==> images/clock_map.png <==
Bar = 20 microns.
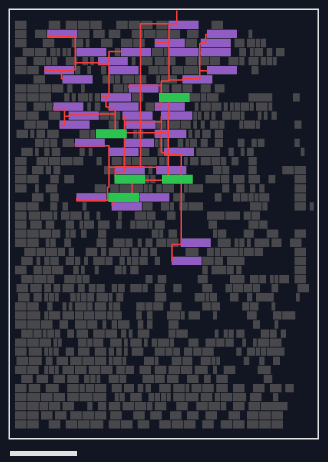
==> images/metal_stack.png <==
Bar = 20 microns.
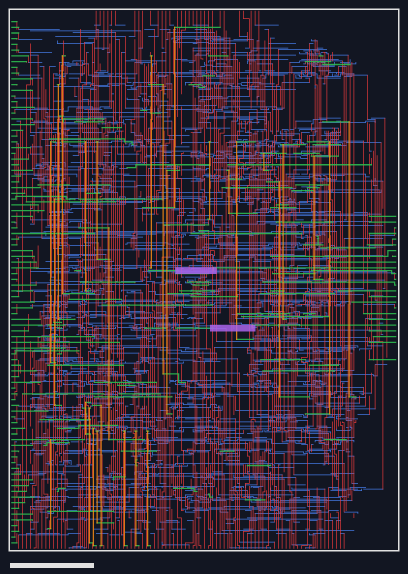
==> images/final_clocks.png <==
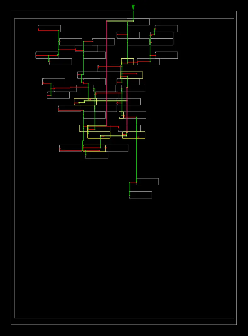
==> images/pdn.png <==
Bar = 20 microns. Pins as bars on the die edge.
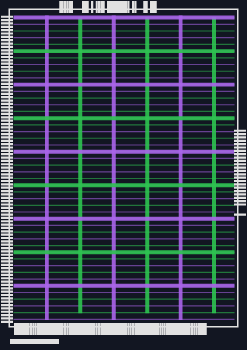
===== src/rtl/spine_arb_pkg.sv =====
// Shared types and sizing helpers for the spine router output arbiter.
// The optional watchdog is enabled by defining SPINE_ARB_WATCHDOG_EN.
package spine_arb_pkg;

  localparam int NUM_PORTS_DEF = 11;

  // One state bit: IDLE arbitrates, LOCK holds a grant for a whole packet.
  typedef enum logic {
    IDLE = 1'b0,
    LOCK = 1'b1
  } arb_state_t;

  // Width of a port index / round-robin pointer for n ports.
  function automatic int ptr_w(input int n);
    return (n > 1) ? $clog2(n) : 1;
  endfunction

  localparam int PTR_W = ptr_w(NUM_PORTS_DEF);

endpackage


===== src/rtl/spine_output_arbiter_if.sv =====
// Bundle of request-side and output-FIFO-side signals for one output port.
// master = arbiter side, slave = the surrounding input ports / output FIFO.
interface spine_output_arbiter_if
  import spine_arb_pkg::*;
#(
  parameter int NUM_PORTS = NUM_PORTS_DEF,
  parameter int DWIDTH    = 16
);

  logic [NUM_PORTS-1:0]        req;
  logic [NUM_PORTS-1:0]        req_last;
  logic [NUM_PORTS*DWIDTH-1:0] in_data;
  logic                        out_fifo_full;
  logic [NUM_PORTS-1:0]        grant;
  logic                        xfer;
  logic [DWIDTH-1:0]           out_data;
  logic                        out_valid;
  logic                        busy;
  logic                        wd_err;

  modport master (
    input  req, req_last, in_data, out_fifo_full,
    output grant, xfer, out_data, out_valid, busy, wd_err
  );

  modport slave (
    output req, req_last, in_data, out_fifo_full,
    input  grant, xfer, out_data, out_valid, busy, wd_err
  );

endinterface


===== src/rtl/spine_output_arbiter_rr_pick.sv =====
// Combinational round-robin picker: first set req bit at or above ptr, wrapping.
// The request vector is doubled so the wrap becomes a plain priority scan.
module rr_pick
  import spine_arb_pkg::*;
#(
  parameter int NUM_PORTS = NUM_PORTS_DEF,
  parameter int PW        = ptr_w(NUM_PORTS)
) (
  input  logic [NUM_PORTS-1:0] req,
  input  logic [PW-1:0]        ptr,
  output logic [NUM_PORTS-1:0] pick,
  output logic [PW-1:0]        pick_idx
);

  logic [2*NUM_PORTS-1:0] dbl;
  logic                   hit;

  assign dbl = {req, req};

  always_comb begin
    // NOTE: every output of this block gets a default first so no path infers a latch.
    pick_idx = '0;
    hit      = 1'b0;
    // Scan downward so the lowest position inside the ptr window wins last.
    for (int j = 2*NUM_PORTS-1; j >= 0; j--) begin
      if (dbl[j] && (j >= int'(ptr)) && (j < int'(ptr) + NUM_PORTS)) begin
        hit      = 1'b1;
        pick_idx = PW'((j >= NUM_PORTS) ? j - NUM_PORTS : j);
      end
    end
    pick = hit ? (NUM_PORTS'(1) << pick_idx) : '0;
  end

endmodule


===== src/rtl/spine_output_arbiter.sv =====
// Per-output wormhole arbiter: round-robin grant held for a whole packet.
// Define SPINE_ARB_WATCHDOG_EN to add the stalled-packet watchdog release.
module spine_output_arbiter
  import spine_arb_pkg::*;
#(
  parameter int NUM_PORTS = NUM_PORTS_DEF,
  parameter int DWIDTH    = 16,
  parameter int TIMEOUT   = 16
) (
  input  logic                     clk,
  input  logic                     reset,
  spine_output_arbiter_if.master   bus
);

  localparam int PW = ptr_w(NUM_PORTS);

  generate
    if (TIMEOUT < 2) begin : g_bad_timeout
      $error("spine_output_arbiter: TIMEOUT must be >= 2");
    end
  endgenerate

  arb_state_t           state;
  logic [PW-1:0]        ptr;
  logic [PW-1:0]        g_idx;
  logic [PW-1:0]        next_ptr;
  logic [NUM_PORTS-1:0] grant_q;
  logic [NUM_PORTS-1:0] pick;
  logic [PW-1:0]        pick_idx;
  logic                 req_g;
  logic                 last_g;
  logic [DWIDTH-1:0]    data_g;
  logic [DWIDTH-1:0]    out_data_q;
  logic                 out_valid_q;
  logic                 xfer_w;
  logic                 wd_fire;

  rr_pick #(
    .NUM_PORTS (NUM_PORTS),
    .PW        (PW)
  ) u_pick (
    .req      (bus.req),
    .ptr      (ptr),
    .pick     (pick),
    .pick_idx (pick_idx)
  );

  // Select the granted input's request, last flag and flit.
  always_comb begin
    req_g  = 1'b0;
    last_g = 1'b0;
    data_g = '0;
    for (int i = 0; i < NUM_PORTS; i++) begin
      if (g_idx == PW'(i)) begin
        req_g  = bus.req[i];
        last_g = bus.req_last[i];
        data_g = bus.in_data[i*DWIDTH +: DWIDTH];
      end
    end
  end

  assign xfer_w   = (state == LOCK) && req_g && !bus.out_fifo_full;
  assign next_ptr = (g_idx == PW'(NUM_PORTS-1)) ? '0 : g_idx + PW'(1);

`ifdef SPINE_ARB_WATCHDOG_EN
  localparam int WD_W = $clog2(TIMEOUT+1);

  logic [WD_W-1:0] wd_cnt;
  logic            wd_err_q;

  // Counts consecutive LOCK cycles where the owner presents nothing; a full
  // output FIFO with req[g] high is back-pressure, not a stall.
  always_ff @(posedge clk or posedge reset) begin
    if (reset) begin
      wd_cnt   <= '0;
      wd_err_q <= 1'b0;
    end else begin
      wd_err_q <= wd_fire;
      if (state == IDLE || req_g) wd_cnt <= '0;
      else                        wd_cnt <= wd_cnt + WD_W'(1);
    end
  end

  assign wd_fire    = (state == LOCK) && !req_g && (wd_cnt == WD_W'(TIMEOUT-1));
  assign bus.wd_err = wd_err_q;
`else
  assign wd_fire    = 1'b0;
  assign bus.wd_err = 1'b0;
`endif

  always_ff @(posedge clk or posedge reset) begin
    if (reset) begin
      state       <= IDLE;
      ptr         <= '0;
      g_idx       <= '0;
      grant_q     <= '0;
      out_data_q  <= '0;
      out_valid_q <= 1'b0;
    end else begin
      // NOTE: sequential state uses non-blocking assignments so every register samples pre-edge values.
      out_valid_q <= xfer_w;
      if (xfer_w) out_data_q <= data_g;
      case (state)
        IDLE: begin
          if (|bus.req) begin
            grant_q <= pick;
            g_idx   <= pick_idx;
            state   <= LOCK;
          end else begin
            grant_q <= '0;
          end
        end
        LOCK: begin
          if ((xfer_w && last_g) || wd_fire) begin
            grant_q <= '0;
            ptr     <= next_ptr;
            state   <= IDLE;
          end
        end
        default: state <= IDLE;
      endcase
    end
  end

  assign bus.grant     = grant_q;
  assign bus.xfer      = xfer_w;
  assign bus.out_data  = out_data_q;
  assign bus.out_valid = out_valid_q;
  assign bus.busy      = (state == LOCK);

endmodule

===== src/flat_wrapper.sv =====
// flat-port wrapper written by rule: the top's interface ports become plain ports
module spine_output_arbiter_flat import spine_arb_pkg::*;
#(
  parameter int NUM_PORTS = NUM_PORTS_DEF,
  parameter int DWIDTH    = 16,
  parameter int TIMEOUT   = 16
)
  (clk, reset, bus_req, bus_req_last, bus_in_data, bus_out_fifo_full, bus_grant, bus_xfer, bus_out_data, bus_out_valid, bus_busy, bus_wd_err);
  spine_output_arbiter_if #(.NUM_PORTS(NUM_PORTS), .DWIDTH(DWIDTH)) bus_i ();
  input  logic clk;
  input  logic reset;
  input wire logic [$bits(bus_i.req)-1:0] bus_req;
  input wire logic [$bits(bus_i.req_last)-1:0] bus_req_last;
  input wire logic [$bits(bus_i.in_data)-1:0] bus_in_data;
  input wire logic [$bits(bus_i.out_fifo_full)-1:0] bus_out_fifo_full;
  output wire logic [$bits(bus_i.grant)-1:0] bus_grant;
  output wire logic [$bits(bus_i.xfer)-1:0] bus_xfer;
  output wire logic [$bits(bus_i.out_data)-1:0] bus_out_data;
  output wire logic [$bits(bus_i.out_valid)-1:0] bus_out_valid;
  output wire logic [$bits(bus_i.busy)-1:0] bus_busy;
  output wire logic [$bits(bus_i.wd_err)-1:0] bus_wd_err;
  assign bus_i.req = bus_req;
  assign bus_i.req_last = bus_req_last;
  assign bus_i.in_data = bus_in_data;
  assign bus_i.out_fifo_full = bus_out_fifo_full;
  assign bus_grant = bus_i.grant;
  assign bus_xfer = bus_i.xfer;
  assign bus_out_data = bus_i.out_data;
  assign bus_out_valid = bus_i.out_valid;
  assign bus_busy = bus_i.busy;
  assign bus_wd_err = bus_i.wd_err;
  spine_output_arbiter #(.NUM_PORTS(NUM_PORTS), .DWIDTH(DWIDTH), .TIMEOUT(TIMEOUT)) u_core (.clk(clk), .reset(reset), .bus(bus_i));
endmodule

===== config.mk =====
export PLATFORM = sky130hd
export DESIGN_NAME = spine_output_arbiter_flat
export DESIGN_NICKNAME = d
export VERILOG_FILES = /design/src/rtl/spine_arb_pkg.sv /design/src/rtl/spine_output_arbiter_if.sv /design/src/rtl/spine_output_arbiter_rr_pick.sv /design/src/rtl/spine_output_arbiter.sv /design/src/flat_wrapper.sv
export SDC_FILE = /design/constraint.sdc
export NUM_CORES = 1
export LEC_CHECK = 0
export CORE_ASPECT_RATIO = 1.4
export CORE_UTILIZATION = 38
export DETAILED_ROUTE_END_ITERATION = 7
export HOLD_SLACK_MARGIN = 0.06
export PLACE_DENSITY = 0.89
export SYNTH_ARGS = -nofsm -noshare
export SYNTH_HDL_FRONTEND = slang
export SYNTH_SLANG_ARGS = --single-unit
export TNS_END_PERCENT = 50

===== constraint.sdc =====
create_clock -name clk -period 3.95 [get_ports clk]
set_input_delay 0.395 -clock clk [delete_from_list [all_inputs] [get_ports clk]]
set_output_delay 0.395 -clock clk [all_outputs]
set_load 0.02 [all_outputs]

==> impl_metrics.yaml <==
# implementation run metrics
setup_path:
  crit_chain: "inv_1, ha_1, or2b_2, o221ai_2, a211oi_1, a2111oi_1, a31oi_1, nor2_1, a22o_1"
  end_kind: "flip-flop"
  crit_slowest_cell: "a2111oi_1"
  worstSetupPathType: "flip-flop to flip-flop"
  worstSetupStartpointType: "flip-flop"
  cpLargestDelayFamily: "AND-OR/OR-AND gates"
layout:
  insertedDiodeCount: 0
  area_share_nonclk_buffers_pct: 35.65
  dominant_cells: "multi-input combinational cells"
  n_fill_cell: 958
  buffers: 248
  flop_area_sq_um: 928.4
  comb_area_sq_um: 3089
  fin_util_pct: 62.27
yosys:
  logic_family: "AND-OR/OR-AND gates"
  yosys_area_sq_um: 4323
  ys_sh_simple_pct: 23.15
  xor_area_share_pct: 0.2026
clocking:
  ctsHtreeMaxLevel: 2
  postCtsResizedCells: 0
route:
  dr.pass1.iters: 5
  drt-total-wl_mm: 21.57
  drt-vias-per-instance: 6.229
  drt-initial-drc-count: 439
  drc: 0
power_and_ir_drop:
  power_density_nw_per_um2: 678.7
  p_seq_w: 0.000711
placed_design:
  hpwl_mm: 17.58
  dp_cells: 903
floorplan:
  design.portCount: 232
sta:
  finalSetupViolCount: 0
  tns_ns: 0
  finalCriticalPeriod_ns: 3.270
  drv_slew: 0
run:
  log.warning_count: 29
outcome:
  status: "completed"
-- clock_map.png (at the start) --
[green] cells driving clock nets | count: 5
[purple] flip-flops | count: 37
[red] clock wires | length: 472 microns
routed clock nets	6

-- metal_stack.png (at the start) --
color	layer	wire length
green	met3	1530 microns
purple	met5	17.5 microns
red	met2	11400 microns
orange	met4	1100 microns
blue	met1	7540 microns

-- final_clocks.png (at the start) --
Num Clock Sinks: 37
Worst-Skew Late Latency: 0.28 ns

-- pdn.png (at the start) --
color	net
green	VDD
purple	VSS
met1 rails	46
signal pins	232

## routing by layer
layer / part of all wire [%] / GRT usage, % / up-vias
met5: 0.079 / 0 / -
met3: 7.1 / 5.753 / 63
met1: 35 / 39.15 / 2694
li1: - / - / 2563
met2: 53 / 68.17 / 351
met4: 5.1 / 18.38 / 4
## how the worst max path moves through the flow
stage	end	slack, ns
global placement	bus_xfer	0.75
CTS	bus_xfer	0.73
finish	u_core.bus.grant[9]	0.68
global route	u_core.bus.grant[8]	0.41
floorplan	u_core.bus.grant[0]	1.15
detailed placement	bus_xfer	0.77
## registers in the layout, summed over array words and instances, names as in the netlist
register	count
u_core.ptr	4
u_core.bus.out_data	16
u_core.bus.out_valid	1
u_core.bus.grant	11
u_core.bus.busy	1
u_core.g_idx	4
